==> config.mk <==
export PLATFORM = sky130hd
export DESIGN_NAME = ysyx_23060184_axi_lsu
export DESIGN_NICKNAME = d
export VERILOG_FILES = /design/src/rtl/ysyx_23060184_axi_lsu.sv
export SDC_FILE = /design/constraint.sdc
export NUM_CORES = 1
export LEC_CHECK = 0
export CAP_MARGIN = 20
export CORE_MARGIN = 5
export CORE_UTILIZATION = 43
export DETAILED_ROUTE_END_ITERATION = 8
export GPL_ROUTABILITY_DRIVEN = 0
export PLACE_DENSITY = 0.81
export RECOVER_POWER = 100
export SLEW_MARGIN = 20
export SYNTH_ARGS = -nofsm -noshare
export SYNTH_HDL_FRONTEND = slang
export SYNTH_SLANG_ARGS = --single-unit
export TNS_END_PERCENT = 1
==> constraint.sdc <==
create_clock -name clk -period 2.3 [get_ports clk]
set_input_delay 0.575 -clock clk [delete_from_list [all_inputs] [get_ports clk]]
set_output_delay 0.575 -clock clk [all_outputs]
set_load 0.05 [all_outputs]
Run 1, floorplan with the power grid:
(3 px per um) Pins as bars on the die edge.
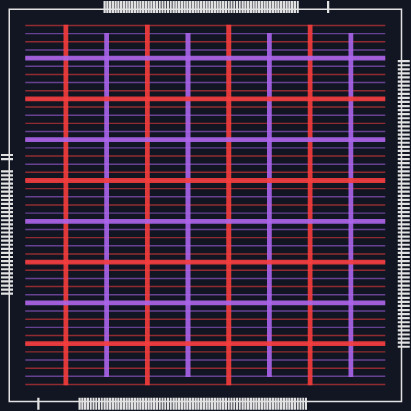
Key: VSS = red; VDD = purple
8 straps on met4. 45 met1 rails follow the rows.
Floorplan Core Area: 14,400 um^2
highest ir drop seen on vdd: 0.622 mV
Die X-Extent: 130 um

Run 1, cell area per tile:
(3 px per um) The die is cut into 13 by 13 equal tiles; black is low, pale yellow is high, 0 to 100% covered.
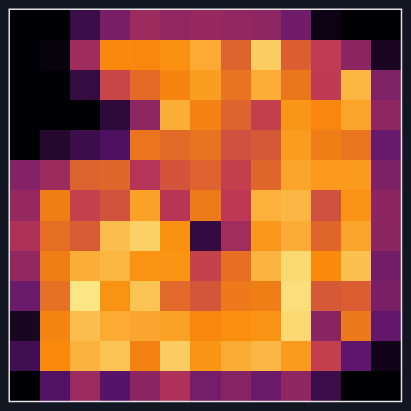
The emptiest ninth of the die: top left. 28% of the tiles are over 75% full. The fullest tile reaches 95%. 8.9% of the tiles are nearly empty. The mean over all tiles is 53%.
final core utilization: 64.5%
Starting Density: 43.3%

Run 1, M2 wires:
(3 px per um)
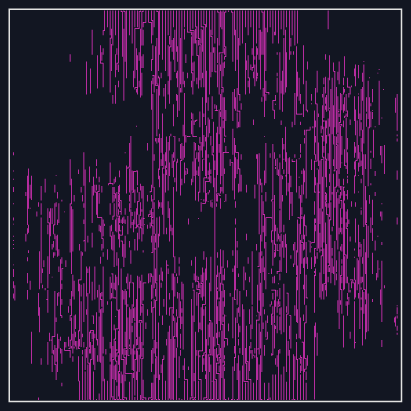
The layer carries 9,710 um of wire. The longest straight run is 56.1 um. 922 nets have wire on it.
fraction of met2 tracks used by global routing: 36.9%
wire length after detailed routing: 19,700 um
total vias in the final route: 6,174

==> tab_implementation.tex <==
% Table of physical implementation metrics
\begin{tabular}{lr}
\hline
Metric & Value \\
\hline
\multicolumn{2}{l}{\textbf{Outcome}} \\
\quad Outcome & completed \\
\multicolumn{2}{l}{\textbf{Finish}} \\
\quad Fill cell instance count of the final layout & $\sim$1,200 \\
\quad Final Instance Area & 9260 um\^{}2 \\
\quad Post-layout net count & 1,074 \\
\quad Antenna diode count & 0 \\
\quad Layout overhead on the synthesized area & 48.9\% \\
\multicolumn{2}{l}{\textbf{STA}} \\
\quad Final Slew Violations & 0 \\
\quad Period utilization & 97.3\% \\
\quad Slew Limit Headroom & between 50\% and 60\% \\
\quad Final Hold Viols & 0 \\
\multicolumn{2}{l}{\textbf{Worst setup path}} \\
\quad Critical-path cell list & clkdlybuf4s50\_1 \\
\quad Max incr delay on CP & 0.87 ns \\
\quad Buffers plus inverters on the worst setup path & 1 \\
\quad Critical path peak fanout & 4 \\
\quad Instance count on the critical path & 1 \\
\quad Worst-case reg-to-reg path depth & 6 \\
\quad Setup slack on the worst flop-to-flop path & 0.10 ns \\
\quad Kind of capture point of the worst setup path & primary output \\
\quad Kind of critical path & reg -> out \\
\multicolumn{2}{l}{\textbf{Global route}} \\
\quad Maximum number of pins on one net before global-route repair & 39 \\
\quad Most congested layer reported by global routing & met2 \\
\quad Antenna violations before repair & 0 \\
\quad Met1 track demand over resource & 27.8\% \\
\quad Vias in the first global route & 5,704 \\
\quad Met3 track demand over resource & 4.99\% \\
\quad Overall fraction of global-route tracks in use & 22.2\% \\
\quad Global-route wire length before repair & 29,800 um \\
\multicolumn{2}{l}{\textbf{Hold path}} \\
\quad Number of cells on the worst hold path & 2 \\
\multicolumn{2}{l}{\textbf{Pwr}} \\
\quad P per Cell Area & 1090 nW/um\^{}2 \\
\quad Post-layout total power & $\sim$10,000 uW \\
\multicolumn{2}{l}{\textbf{Synth}} \\
\quad Xor/xnor share of the synthesized area & 1.69\% \\
\quad Unique cell types & 65 \\
\quad Post-synthesis share of cell area spent on and-or and or-and gates & 20.7\% \\
\quad Number of warnings issued by yosys & 0 \\
\quad Commonest cells post-synth & dfxtp\_1 (125), nand2\_1 (117), a21oi\_1 (82), nor2\_1 (64), buf\_4 (41) \\
\quad Top cells by area in the synthesized netlist & dfxtp\_1 (40\%), nand2\_1 (7.1\%), a21oi\_1 (6.6\%) \\
\quad Post-synthesis share of cell area spent on full adders, half adders and majority gates & 0.402\% \\
\quad Seq share, synth & about two fifths \\
\quad Basic-gate share of the synthesized area counting and, or, nand and nor cells & between 10\% and 20\% \\
\quad \# Cells Yosys & 743 \\
\quad Area leader, netlist & dfxtp\_1 \\
\quad Cell with the most instances after synthesis & dfxtp\_1 \\
\quad Prevailing logic family in the synthesized netlist & AND-OR/OR-AND gates \\
\quad Cell Area, Synth & a little over 6000 um\^{}2 \\
\multicolumn{2}{l}{\textbf{Placement}} \\
\quad Placed inst area & approximately 8800 um\^{}2 \\
\quad Half-perimeter wire length of the detailed placement result & about 15,000 um \\
\quad \# port buffers & 257 \\
\multicolumn{2}{l}{\textbf{Run}} \\
\quad Count of maximum capacitance violations & 0 \\
\multicolumn{2}{l}{\textbf{Drt}} \\
\quad Number of antenna-violating nets in the routed design & 0 \\
\quad Via/cell ratio & 5.35 \\
\quad First-pass iteration count of the detailed router & 6 \\
\multicolumn{2}{l}{\textbf{Clock network}} \\
\quad Maximum buffer depth of the clock tree & 2 \\
\quad CTS Sinks & around 130 \\
\quad Clock tree from TritonCTS & done \\
\quad Total of cells resized after clock tree synthesis & 0 \\
\quad Master cell of the clock root buffer & clkbuf\_16 \\
\quad Clk latency late pin & 0.41 ns \\
\quad Number of H-tree levels & 4 \\
\quad Number of buffers inserted during clock tree synthesis & 17 \\
\quad Number of setup buffers added after CTS & 0 \\
\multicolumn{2}{l}{\textbf{Die}} \\
\quad Floorplan die area & $\sim$17,000 um\^{}2 \\
\hline
\end{tabular}
run 1: per-stage QoR:
stage / hold WS, ns / worst slack [ns]
2_1_floorplan: 0.452 / 0.111
3_3_place_gp: 0.432 / 0.0531
3_5_place_dp: 0.443 / 0.0125
4_1_cts: 0.453 / 0.0393
5_1_grt: 0.463 / 0.00151
6_report: 0.448 / 0.0628
run 1: cell usage in the layout, fill, tap and decap left out, types with 7 or more instances in the layout:
| cell type | instances |
|---|---|
| a21oi_1 | 89 |
| a22o_1 | 8 |
| buf_4 | 26 |
| clkbuf_16 | 17 |
| o21ai_0 | 24 |
| nor3_1 | 15 |
| mux2_2 | 15 |
| a22oi_1 | 18 |
| o211ai_1 | 9 |
| dlygate4sd3_1 | 94 |
| nand2_1 | 117 |
| clkbuf_1 | 11 |
| dfxtp_1 | 125 |
| inv_1 | 8 |
| a31oi_1 | 7 |
| mux2i_1 | 35 |
| a211oi_1 | 12 |
| xor2_1 | 8 |
| nor2_1 | 64 |
| clkdlybuf4s50_1 | 153 |
| a32oi_1 | 9 |
| buf_12 | 8 |
run 1: area by class of cell:
class / count / area, um^2 / share of cell area [%]
sequential: 125 / 2500 / 27.0
clock inverter: 7 / 65.1 / 0.702
tap: 184 / 230 / 2.49
multi-input combinational: 514 / 3080 / 33.3
inverter: 9 / 33.8 / 0.365
clock buffer: 24 / 472 / 5.09
timing repair buffer: 292 / 2880 / 31.1
run 1: routing by layer:
metal | up-vias | share of wire, % | wire [um]
met4 | 0 | 2.7 | 535
met2 | 246 | 49 | 9710
met1 | 2878 | 40 | 7990
li1 | 3010 | - | -
met5 | - | 0 | 0
met3 | 40 | 7.6 | 1500
run 1: power by group:
group          switching [uW]  internal, uW  total, uW
clock                     914          1530       2440
combinational            3210          1620       4830
sequential                296          2530       2820
total                    4420          5670      10100
No activity file was given, so power comes from the tool's default toggle rates.
